[config.mk]
export PLATFORM = sky130hd
export DESIGN_NAME = param_ctrl_regs_flat
export DESIGN_NICKNAME = d
export VERILOG_FILES = /design/src/rtl/param_ctrl_regs_if.sv /design/src/rtl/param_ctrl_regs.sv /design/src/flat_wrapper.sv
export SDC_FILE = /design/constraint.sdc
export NUM_CORES = 1
export LEC_CHECK = 0
export ABC_AREA = 1
export CAP_MARGIN = 20
export CORE_MARGIN = 8
export CORE_UTILIZATION = 40
export CTS_BUF_LIST = sky130_fd_sc_hd__clkbuf_16
export DETAILED_ROUTE_END_ITERATION = 16
export MAX_ROUTING_LAYER = met4
export PLACE_DENSITY = 0.83
export SYNTH_ARGS = -nofsm -noshare
export SYNTH_HDL_FRONTEND = slang
export SYNTH_SLANG_ARGS = --single-unit
[constraint.sdc]
create_clock -name clk -period 3.04 [get_ports clk]
set_input_delay 0.912 -clock clk [delete_from_list [all_inputs] [get_ports clk]]
set_output_delay 0.912 -clock clk [all_outputs]
set_load 0.01 [all_outputs]
[src/rtl/param_ctrl_regs_if.sv]
// Command bus plus per-channel sideband shared between the register host and the register block.
// Latency: none, this is a plain bundle of wires.
// Backpressure: none, every command is accepted in the cycle it is presented.
interface param_ctrl_regs_if #(
   parameter int NUM_SLV = 3,
   parameter int AW      = 8,
   parameter int DW      = 32,
   parameter int AVW     = 8
);
   logic [1:0]             cmd;
   logic [AW-1:0]          cmd_addr;
   logic [DW-1:0]          cmd_data_i;
   logic [DW-1:0]          cmd_data_o;
   logic [NUM_SLV*AVW-1:0] slv_avail;
   logic [NUM_SLV*3-1:0]   slv_len;
   logic [NUM_SLV*2-1:0]   slv_prio;
   logic [NUM_SLV-1:0]     slv_en;

   // The host issues commands and reports FIFO free space.
   modport master (
      output cmd, cmd_addr, cmd_data_i, slv_avail,
      input  cmd_data_o, slv_len, slv_prio, slv_en
   );

   // The register block decodes commands and drives the channel controls.
   modport slave (
      input  cmd, cmd_addr, cmd_data_i, slv_avail,
      output cmd_data_o, slv_len, slv_prio, slv_en
   );
endinterface

[src/rtl/param_ctrl_regs.sv]
// Per-channel control/status register file with a global lock and sticky error bit.
// Latency: reads return data one cycle after the RD is sampled; writes take effect on that same edge.
// Backpressure: none, a command is consumed every cycle; illegal accesses only raise err.
module param_ctrl_regs #(
   parameter int NUM_SLV = 3,
   parameter int AW      = 8,
   parameter int DW      = 32,
   parameter int AVW     = 8
) (
   input logic              clk,
   input logic              rstn,
   param_ctrl_regs_if.slave bus
);

   localparam logic [1:0] CMD_WR = 2'b10;
   localparam logic [1:0] CMD_RD = 2'b01;

   logic [5:0]     r_ctrl  [NUM_SLV];
   logic [AVW-1:0] r_avail [NUM_SLV];
   logic           r_lock;
   logic           r_err;
   logic [DW-1:0]  r_rdata;

   logic [31:0]    w_addr;
   logic [3:0]     w_idx;
   logic           w_rd;
   logic           w_wr;
   logic           w_ctrl_rgn;
   logic           w_stat_rgn;
   logic           w_ctrl_hit;
   logic           w_stat_hit;
   logic           w_glb_hit;
   logic [5:0]     w_ctrl_sel;
   logic [AVW-1:0] w_avail_sel;
   logic [DW-1:0]  w_rd_dat;
   logic           w_err_set;
   logic           w_err_clr;

   // cmd=11 decodes as neither RD nor WR, so it has no side effect at all.
   assign w_rd   = (bus.cmd == CMD_RD);
   assign w_wr   = (bus.cmd == CMD_WR);
   assign w_addr = 32'(bus.cmd_addr);
   assign w_idx  = w_addr[5:2];

   // Word-aligned windows: 0x00-0x3F control, 0x40-0x7F status.
   assign w_ctrl_rgn = (w_addr[31:6] == 26'd0) && (w_addr[1:0] == 2'b00);
   assign w_stat_rgn = (w_addr[31:6] == 26'd1) && (w_addr[1:0] == 2'b00);
   assign w_glb_hit  = (w_addr == 32'h0000_0080);

   // Select the addressed channel; indices beyond NUM_SLV never hit and so fall out as unmapped.
   always_comb begin
      w_ctrl_hit  = 1'b0;
      w_stat_hit  = 1'b0;
      w_ctrl_sel  = '0;
      w_avail_sel = '0;
      for (int i = 0; i < NUM_SLV; i++) begin
         if (w_idx == 4'(i)) begin
            w_ctrl_hit  = w_ctrl_rgn;
            w_stat_hit  = w_stat_rgn;
            w_ctrl_sel  = r_ctrl[i];
            w_avail_sel = r_avail[i];
         end
      end
   end

   // Read data mux; unmapped reads return zero.
   always_comb begin
      w_rd_dat = '0;
      if (w_ctrl_hit)      w_rd_dat = DW'(w_ctrl_sel);
      else if (w_stat_hit) w_rd_dat = DW'(w_avail_sel);
      else if (w_glb_hit)  w_rd_dat = DW'({r_err, r_lock});
   end

   // A locked CTRL write is a mapped target, so it is silently dropped rather than flagged.
   assign w_err_set = (w_rd && !(w_ctrl_hit || w_stat_hit || w_glb_hit)) ||
                      (w_wr && !(w_ctrl_hit || w_glb_hit));
   assign w_err_clr = w_rd && w_glb_hit;

   // Channel control registers, writable only while unlocked.
   always_ff @(posedge clk) begin
      if (!rstn) begin
         for (int i = 0; i < NUM_SLV; i++) r_ctrl[i] <= 6'h07;
      end else if (w_wr && w_ctrl_hit && !r_lock) begin
         for (int i = 0; i < NUM_SLV; i++) begin
            if (w_idx == 4'(i)) r_ctrl[i] <= bus.cmd_data_i[5:0];
         end
      end
   end

   // Free-space shadow sampled every cycle so STAT reads are stable and one cycle behind the input.
   always_ff @(posedge clk) begin
      if (!rstn) begin
         for (int i = 0; i < NUM_SLV; i++) r_avail[i] <= '0;
      end else begin
         for (int i = 0; i < NUM_SLV; i++) r_avail[i] <= bus.slv_avail[i*AVW +: AVW];
      end
   end

   // Global lock, sticky err (set beats read-clear), and the registered read port.
   always_ff @(posedge clk) begin
      if (!rstn) begin
         r_lock  <= 1'b0;
         r_err   <= 1'b0;
         r_rdata <= '0;
      end else begin
         if (w_wr && w_glb_hit) r_lock <= bus.cmd_data_i[0];
         if (w_err_set)         r_err  <= 1'b1;
         else if (w_err_clr)    r_err  <= 1'b0;
         if (w_rd)              r_rdata <= w_rd_dat;
      end
   end

   assign bus.cmd_data_o = r_rdata;

   for (genvar g = 0; g < NUM_SLV; g++) begin : g_out
      assign bus.slv_en[g]          = r_ctrl[g][0];
      assign bus.slv_prio[2*g +: 2] = r_ctrl[g][2:1];
      assign bus.slv_len[3*g +: 3]  = r_ctrl[g][5:3];
   end

endmodule

[src/flat_wrapper.sv]
// flat-port wrapper written by rule: the top's interface ports become plain ports
module param_ctrl_regs_flat 
#(
   parameter int NUM_SLV = 3,
   parameter int AW      = 8,
   parameter int DW      = 32,
   parameter int AVW     = 8
)
  (clk, rstn, bus_cmd, bus_cmd_addr, bus_cmd_data_i, bus_slv_avail, bus_cmd_data_o, bus_slv_len, bus_slv_prio, bus_slv_en);
  param_ctrl_regs_if #(.NUM_SLV(NUM_SLV), .AW(AW), .DW(DW), .AVW(AVW)) bus_i ();
  input logic clk;
  input logic rstn;
  input wire logic [$bits(bus_i.cmd)-1:0] bus_cmd;
  input wire logic [$bits(bus_i.cmd_addr)-1:0] bus_cmd_addr;
  input wire logic [$bits(bus_i.cmd_data_i)-1:0] bus_cmd_data_i;
  input wire logic [$bits(bus_i.slv_avail)-1:0] bus_slv_avail;
  output wire logic [$bits(bus_i.cmd_data_o)-1:0] bus_cmd_data_o;
  output wire logic [$bits(bus_i.slv_len)-1:0] bus_slv_len;
  output wire logic [$bits(bus_i.slv_prio)-1:0] bus_slv_prio;
  output wire logic [$bits(bus_i.slv_en)-1:0] bus_slv_en;
  assign bus_i.cmd = bus_cmd;
  assign bus_i.cmd_addr = bus_cmd_addr;
  assign bus_i.cmd_data_i = bus_cmd_data_i;
  assign bus_i.slv_avail = bus_slv_avail;
  assign bus_cmd_data_o = bus_i.cmd_data_o;
  assign bus_slv_len = bus_i.slv_len;
  assign bus_slv_prio = bus_i.slv_prio;
  assign bus_slv_en = bus_i.slv_en;
  param_ctrl_regs #(.NUM_SLV(NUM_SLV), .AW(AW), .DW(DW), .AVW(AVW)) u_core (.clk(clk), .rstn(rstn), .bus(bus_i));
endmodule
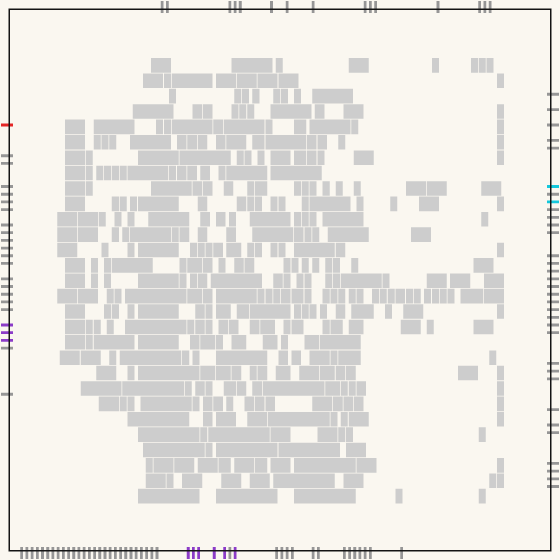
(I/O pins on the die edge)
Pins as bars across the die edge, other pins in grey.
| colour | port | pins | direction | edge |
|---|---|---|---|---|
| purple | bus_slv_len | 9 | output | 6 bottom, 3 left |
| red | clk | 1 | input | left |
| cyan | bus_cmd | 2 | input | right |

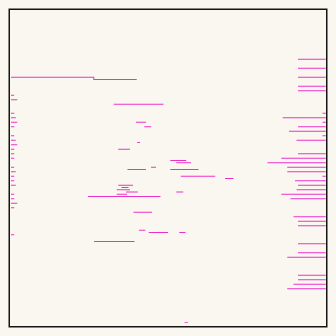
(the metal 3 layer)
nets with wire on the layer: 74
longest straight run: 24.8 um
wire length on this layer: 466 um
share of all routed wire: 7.8%
main direction: horizontal

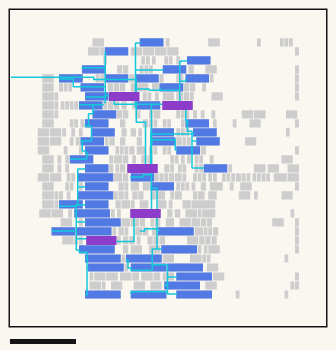
(clock network drawn from the DEF)
Scale bar: 20 um.
[cyan] clock wires | length: 537 um
[purple] cells driving clock nets | count: 5
[blue] flip-flops | count: 52
routed clock nets: 6

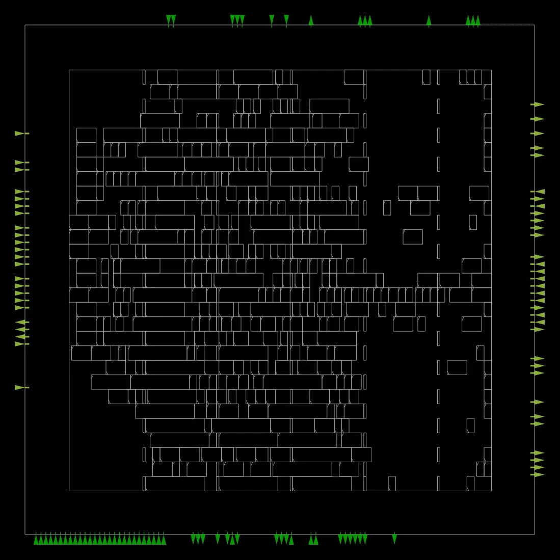
(cell placement)
Placement Rows: 29
Core Util, Final: 0.532
FILL cells: 562
flop share of the area: 0.368
flip-flops: 52

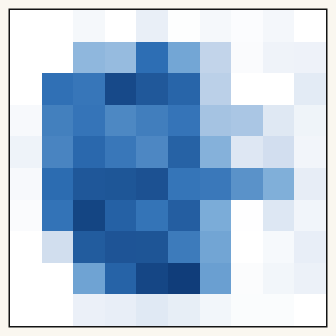
(placement density heat map)
The die is cut into 10 by 10 equal tiles; white is low, dark blue is high, 0 to 100% covered.
mean over tiles: 35%
nearly empty tiles: 19%
fullest tile: 95%
densest ninth of the die: centre
tiles over 75% full: 19%

==> reports/results.ini <==
[worst_setup_path]
reg2reg_from = u_core.r_lock$_SDFFE_PN0P_
ff2ff_setup_slack_ns = 1.76
cp_cell_sequence = clkdlybuf4s50_1 -> nand2_1 -> nand2_1 -> nor2_4 -> nand3_1 -> or2_1
crit_family = simple AND/OR/NAND/NOR gates
end_kind = flip-flop
cp_slowest_stage_delay_ns = 0.54
r2r-end = u_core.r_ctrl[0][13]$_DFFE_PP_
cp.arrival_ns = 2.48
reg2regPathDepth = 3
cp.required_ns = 3.07
crit_buf_inv = 1

[placed_design]
gp_congestion = 0.880
dp_hpwl_um = 4720
dp_slack_ns = 0.266

[clocking]
cts_made_buffers = 5
cts_tree = done
clkSlewWorstSetupHoldPaths_ns = 0.07
clock-sinks = 52

[finish]
comb_area_frac = 0.287
nonClkBufAreaFrac = 0.218
lay_top_cells = nand2_1, clkdlybuf4s50_1, nand3_1
stdcell_count = 470
inverters = 50

[grt]
grt.overflow.total = 0
gr-usage-met3 = 0.0291
met1_usage = 0.159
grt_pass1_wl_um = 9140

[power_and_ir_drop]
pwr-share-seq = 0.509
p_sw_frac = 0.233

[logic_synthesis]
ys_top_cells_by_count = nand2_1, nand3_1, inv_1
yosysUniqueCellTypes = 25
avgSynthCellArea_um2 = 7.80
async_reset_ff_frac = 0
ys_cells = 324
netlist_instances = 324
netlist_logic_family_top = simple AND/OR/NAND/NOR gates

[sta]
finClkSkew_ns = 0.00770
setup_tns_ns = 0
layout_setup_ws_ns = 0.583
period_minus_slack_ns = 2.46

[route]
drt_iter0_markers = 213
drc = 0
routed-via-count = 2129

[floorplan]
fp-utilization = 0.405
dieHeight_um = 95.5
n_tap_cell = 77

[run]
drv_cap = 0

[outcome]
outcome = finished clean

[worst_hold_path]
hold_start = u_core.bus.cmd_data_o[7]$_SDFFE_PN0P_

==> per-layer routing <==
metal	part of all wire	vias up
li1	-	1092
met4	0.019	0
met3	0.078	11
met1	0.44	929
met2	0.46	97
met5	0	-
==> registers in the layout, summed over array words and instances, names as in the netlist <==
register and flops:
u_core.bus.cmd_data_o 8, u_core.r_avail 24, u_core.r_ctrl 18, u_core.r_err 1, u_core.r_lock 1
==> kinds of logic (layout without fill, tap and decap cells) <==
family                 Yosys count  count (layout)
AND/OR/NAND/NOR                176             176
buffers and inverters           86             132
other                            1              24
AND-OR/OR-AND                    9               9
flip-flops                      52              52
==> worst register-to-register path, stage by stage, from the launching register on <==
cell and delay [ns]:
dfxtp_1 0.32, nor2_1 0.17, nand3_1 0.22, or2_1 0.30
No activity file was given, so power comes from the tool's default toggle rates.
